==> config.mk <==
export PLATFORM = sky130hd
export DESIGN_NAME = rsqrt_seed
export DESIGN_NICKNAME = d
export VERILOG_FILES = /design/src/rtl/sfp_pkg.sv /design/src/rtl/sfp_lzc.sv /design/src/rtl/rsqrt_seed.sv
export SDC_FILE = /design/constraint.sdc
export NUM_CORES = 1
export LEC_CHECK = 0
export CAP_MARGIN = 20
export CORE_MARGIN = 2
export CORE_UTILIZATION = 55
export DETAILED_ROUTE_END_ITERATION = 10
export PLACE_DENSITY = 0.87
export SLEW_MARGIN = 20
export SYNTH_ARGS = -nofsm -noshare
export SYNTH_HDL_FRONTEND = slang
export SYNTH_SLANG_ARGS = --single-unit
==> constraint.sdc <==
create_clock -name clk -period 5.75 [get_ports clk]
set_clock_uncertainty 0.2 [all_clocks]
set_input_delay 0.575 -clock clk [delete_from_list [all_inputs] [get_ports clk]]
set_output_delay 0.575 -clock clk [all_outputs]
set_load 0.05 [all_outputs]
==> src/rtl/sfp_pkg.sv <==
// Shared signed fixed-point (sfp) helpers: seed-table generator, saturation
// constant and default table resolution for the reciprocal-square-root seed.
package sfp_pkg;

    // Mantissa bits below the leading one that index the seed table.
    localparam int LUT_BITS_DEF = 4;

    // Largest positive value of a w-bit two's-complement word.
    function automatic logic [127:0] sfp_sat(input int w);
        return (128'd1 << (w - 1)) - 128'd1;
    endfunction

    // Seed entry round(2^qw / sqrt(m_lo)). The top index bit selects the
    // [2,4) half (odd exponent); the low lut_bits give the bucket within
    // [1,2). Rounding is exact: the largest y with (2y-1)^2 * m_lo <= 4 * 2^(2qw)
    // is found bit by bit. Used only with constant arguments at elaboration.
    function automatic logic [127:0] rsqrt_lut_entry(input int qw, input int lut_bits,
                                                     input int idx);
        logic [127:0] num;
        logic [127:0] lim;
        logic [127:0] y;
        logic [127:0] c;
        logic [127:0] t;
        num = 128'((1 << lut_bits) + (idx % (1 << lut_bits)));
        if (idx >= (1 << lut_bits)) begin
            num = num << 1;
        end else begin
            num = num;
        end
        lim = 128'd1 << (2 * qw + lut_bits + 2);
        y   = 128'd0;
        for (int b = qw + 1; b >= 0; b--) begin
            c = y | (128'd1 << b);
            t = (c << 1) - 128'd1;
            if ((t * t * num) <= lim) begin
                y = c;
            end else begin
                y = y;
            end
        end
        return y;
    endfunction

endpackage

==> src/rtl/sfp_lzc.sv <==
// Leading-one detector: index of the most significant set bit and an
// all-zero flag. Purely combinational.
module sfp_lzc #(
    parameter int W = 32
) (
    input  logic [W-1:0]         din,
    output logic [$clog2(W)-1:0] idx,
    output logic                 zero
);

    // Scan upward so the highest set bit wins.
    always_comb begin
        idx  = '0;
        zero = ~|din;
        for (int i = 0; i < W; i++) begin
            idx = din[i] ? ($clog2(W))'(i) : idx;
        end
    end

endmodule

==> src/rtl/rsqrt_seed.sv <==
// Three-stage reciprocal-square-root seed for a Goldschmidt iteration.
// Stage 1 normalises (leading one), stage 2 looks up the mantissa seed,
// stage 3 applies the exponent as a shift with saturation.
module rsqrt_seed
    import sfp_pkg::*;
#(
    parameter int IW       = 16,
    parameter int QW       = 16,
    parameter int LUT_BITS = LUT_BITS_DEF
) (
    input  logic               clk,
    input  logic               resetn,
    input  logic               start,
    input  logic [IW+QW-1:0]   in,
    output logic               valid,
    output logic [IW+QW-1:0]   est,
    output logic [IW+QW-1:0]   s_out,
    output logic               err
);

    localparam int W     = IW + QW;
    localparam int PW    = $clog2(W);
    localparam int EW    = PW + 2;
    localparam int ENT_W = QW + 2;
    localparam int WIDE  = W + ENT_W;
    localparam int LUT_N = 2 ** (LUT_BITS + 1);
    localparam logic [W-1:0]         SAT  = W'(sfp_sat(W));
    localparam logic signed [EW-1:0] QW_E = EW'(QW);

    logic [2:0]             vld_r;
    logic [PW-1:0]          p_s;
    logic                   zero_s;

    logic [W-1:0]           s1_s_r;
    logic [PW-1:0]          s1_p_r;
    logic                   s1_np_r;

    logic signed [EW-1:0]   e_s;
    logic signed [EW-1:0]   k_s;
    logic [LUT_BITS-1:0]    frac_s;
    logic [LUT_BITS:0]      idx_s;
    logic [ENT_W-1:0]       lut_s [LUT_N];

    logic [ENT_W-1:0]       s2_entry_r;
    logic signed [EW-1:0]   s2_k_r;
    logic [W-1:0]           s2_s_r;
    logic                   s2_np_r;

    logic [EW-1:0]          kmag_s;
    logic [WIDE-1:0]        wide_s;
    logic [W-1:0]           shifted_s;

    // Seed table is constant; every entry is computed at elaboration.
    for (genvar g = 0; g < LUT_N; g++) begin : g_lut
        assign lut_s[g] = ENT_W'(rsqrt_lut_entry(QW, LUT_BITS, g));
    end

    sfp_lzc #(.W(W)) u_lzc (
        .din  (in),
        .idx  (p_s),
        .zero (zero_s)
    );

    // Valid shift register; the only state cleared by reset.
    always_ff @(posedge clk or negedge resetn) begin
        if (!resetn) begin
            vld_r <= 3'b000;
        end else begin
            vld_r <= {vld_r[1:0], start};
        end
    end

    // Stage 1: capture operand, leading-one position and non-positive flag.
    always_ff @(posedge clk) begin
        if (start) begin
            s1_s_r  <= in;
            s1_p_r  <= p_s;
            s1_np_r <= zero_s | in[W-1];
        end
    end

    // Stage 2 decode: exponent, half exponent, and the bits just below the
    // leading one (zero-filled when the operand has too few low bits).
    always_comb begin
        e_s    = $signed({2'b00, s1_p_r}) - QW_E;
        k_s    = e_s >>> 1;
        frac_s = LUT_BITS'({s1_s_r, {LUT_BITS{1'b0}}} >> s1_p_r);
        idx_s  = {e_s[0], frac_s};
    end

    // Stage 2: register the table seed and the shift that goes with it.
    always_ff @(posedge clk) begin
        if (vld_r[0]) begin
            s2_entry_r <= lut_s[idx_s];
            s2_k_r     <= k_s;
            s2_s_r     <= s1_s_r;
            s2_np_r    <= s1_np_r;
        end
    end

    // Stage 3 datapath: scale the seed by 2^-k and clamp to the top value.
    always_comb begin
        kmag_s = s2_k_r[EW-1] ? EW'(-s2_k_r) : EW'(s2_k_r);
        if (s2_k_r[EW-1]) begin
            wide_s = WIDE'(s2_entry_r) << kmag_s;
        end else begin
            wide_s = WIDE'(s2_entry_r) >> kmag_s;
        end
        if (wide_s > WIDE'(SAT)) begin
            shifted_s = SAT;
        end else begin
            shifted_s = wide_s[W-1:0];
        end
    end

    // Stage 3: registered results; non-positive operands report the clamp.
    always_ff @(posedge clk) begin
        if (vld_r[1]) begin
            est   <= s2_np_r ? SAT : shifted_s;
            s_out <= s2_s_r;
            err   <= s2_np_r;
        end
    end

    assign valid = vld_r[2];

endmodule

Figure 1. Register map, names as in the netlist (run 1).
(2 px per µm)
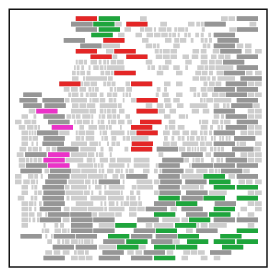
[magenta] s1_p_r | flops: 5 | where: middle left
[red] s2_entry_r | flops: 17
[green] s_out | flops: 32
Power Sequential: 1540 µW
Finished Core Util: 0.6709
FF+latch area: 0.004792 mm²
fraction of area in registers: 0.4716

Figure 2. Routed clock nets over the placement (run 1).
(3 px per µm)
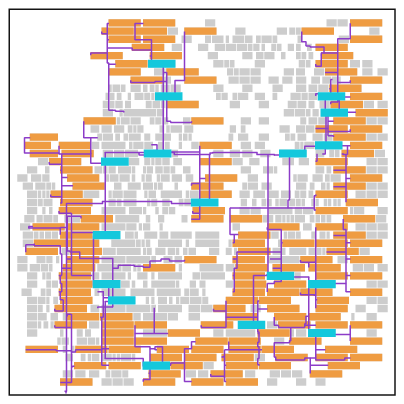
[cyan] cells driving clock nets | count: 17
[purple] clock wires | length: 1760 µm
[orange] flip-flops | count: 160
flops lie: all over the die
routed clock nets: 18
clk latency late pin: 430 ps
clock share of power: 0.308
clk pwr: 1110 µW

==> changes_impl.md, run 1 <==
### Metrics

* Resized cells post-CTS at 0
* Detailed placement HPWL at 14.02 mm
* Placed insts at 900
* Fin. Hold Viols at 0
* Io pins at 101
* Synth Instances at 649
* Biggest area cells: edfxtp_1 56%, mux2i_1 9.6%, mux4_2 6.6%, o21ai_0 2.4%, a21oi_1 2.1%
* Overall power at 3599 µW
* Via-to-Cell Ratio at 6.441
* Simple share at 0.08468
* Setup bufs post-CTS at 0
* Vias in the first global route at 5836
* MaxCap Viol Count at 0
* Post-synthesis sequential area ratio at 0.5657
* Cell area after layout at 0.01016 mm²
* TritonCTS clock tree: built
* GPL Wtd Cong at 0.9207
* CP arrival at 4160 ps
* Met1 Usage GRT at 0.3340
* Outcome: finished clean
* Yosys aoi share at 0.1244
* Setup crit start: s2_k_r[0]$_DFFE_PP_
* Stages on the worst setup path at 11
* Ys flop type: edfxtp_1
* Top non-seq family: multiplexers
* Tcrit/Tclk final at 0.7279
* Flop2flop setup slack at 1560 ps
* H-tree levels at 4
Figure 3. Metal 3 (run 1).
(2 px per µm)
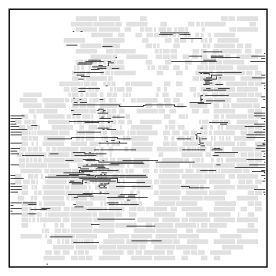
longest straight run: 25.3 µm
share of all routed wire: 7.7%
main direction: horizontal
wire length on this layer: 1520 µm
M3 GR Usage: 0.04508
Total Wirelength: 19.74 mm
DR vias: 6003

Figure 4. Metal layers overlaid (run 1).
(2 px per µm)
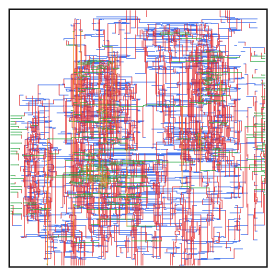
[blue] met1 | wire length: 8000 µm
[red] met2 | wire length: 9620 µm
[green] met3 | wire length: 1520 µm
[orange] met4 | wire length: 586 µm
GRT Total Usage: 0.2515
wire length per cell: 21.17 µm

[run 1: layout make-up]
cell class | count | area (µm²) | share of cell area
Clock buffer | 17 | 425.4 | 0.04187
Clock inverter | 14 | 152.6 | 0.01502
Inverter | 17 | 63.81 | 0.006280
Multi-Input combinational cell | 426 | 3408 | 0.3354
Sequential cell | 160 | 4792 | 0.4716
Tap cell | 188 | 235.2 | 0.02315
Timing Repair Buffer | 110 | 1084 | 0.1066
[run 1: power by group through the flow]
stage | sequential [µW] | combinational, µW | clock, µW
CTS | 1540 | 933 | 1120
global placement | 1560 | 917 | 0
detailed placement | 1560 | 925 | 0
finish | 1540 | 952 | 1110
global route | 1550 | 1020 | 1170
floorplan | 1620 | 589 | 0
==> run 1 -> run 2 <==
==> constraint.sdc (replaced) <==
create_clock -name clk -period 4 [get_ports clk]
set_clock_uncertainty 0.2 [all_clocks]
set_input_delay 0.4 -clock clk [delete_from_list [all_inputs] [get_ports clk]]
set_output_delay 0.4 -clock clk [all_outputs]
set_load 0.05 [all_outputs]
Figure 5. Routed clock nets over the placement (run 2).
(3 px per µm)
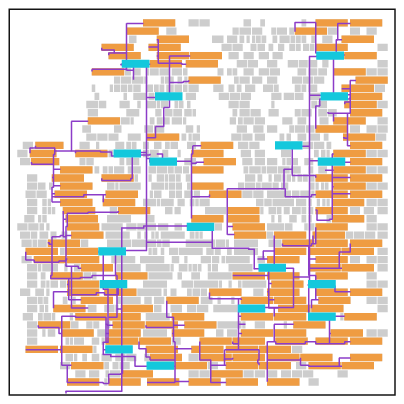
[orange] flip-flops | count: 160
[purple] clock wires | length: 1780 µm
[cyan] cells driving clock nets | count: 17
flops lie: all over the die
clk latency late pin: 440 ps
clock share of power: 0.293
clk pwr: 1480 µW

==> changes_impl.md, run 2 <==
### Metrics

* Outcome: finished clean
* Placed insts at 911
* Log Warnings at 32
* Pwr/cell area at 496.3 mW/mm²
* Met1 Usage GRT at 0.3395
* Tcrit/Tclk final at 0.8673
* Wire length per cell at 20.56 µm
* Via-to-Cell Ratio at 6.266
* Clock Pin Slew Worst Setup and Hold Paths at 70 ps
* Xor/xnor share at 0.003990
* GPL Wtd Cong at 0.8893
* H-tree levels at 4
* Overall power at 5072 µW
* Total Wirelength at 19.41 mm
* MaxCap Viol Count at 0
* Ys flop type: edfxtp_1
* Setup crit start: s1_p_r[3]$_SDFFCE_PP1P_
* Io pins at 101
* Area Growth Syn to Fin at 20.72%
* Setup_tns at 0 ps
* Setup bufs post-CTS at 0
* Floorplan utilization at 0.5590
* Synth Instances at 649
* CP arrival at 3460 ps
* Finished Core Util at 0.6748
* Top non-seq family: multiplexers
* Flop2flop setup slack at 530 ps
* Biggest area cells: edfxtp_1 56%, mux2i_1 9.6%, mux4_2 6.6%, o21ai_0 2.4%, a21oi_1 2.1%
* Cell area after layout at 0.01022 mm²
* M3 GR Usage at 0.04299
* Post-synthesis sequential area ratio at 0.5657
* TritonCTS clock tree: built
* Yosys aoi share at 0.1244
* DR vias at 5915
* GRT Total Usage at 0.2482
* Vias in the first global route at 5737
* Fin. Hold Viols at 0
[run 2: area by class of cell]
type,instances,area [µm²],share of cell area
well taps,188,235.2,0.02301
flip-flops and latches,160,4792,0.4688
clock inverters,14,106.4,0.01041
multi-input cells,426,3408,0.3335
inverters,17,63.81,0.006243
clock buffers,18,429.2,0.04199
repair buffers,121,1186,0.1160
[run 2: critical path, stage by stage (launching register included)]
cell and delay (ps):
edfxtp_1 640, buf_4 260, nor3b_1 400, nand2_1 90, o2111ai_1 90, a211o_1 260
inv_1 140, ha_1 500, o21ba_2 210, a221o_1 310, o211a_1 120
[run 2: report_power, final]
part           switching (µW)  total (µW)  internal [µW]  leakage, µW
Combinational             817        1390            568      0.00191
Sequential                151        2200           2050      0.00155
Clock                     682        1480            802     0.000266
Total                    1650        5070           3420      0.00372
Power and IR drop assume default switching activity.
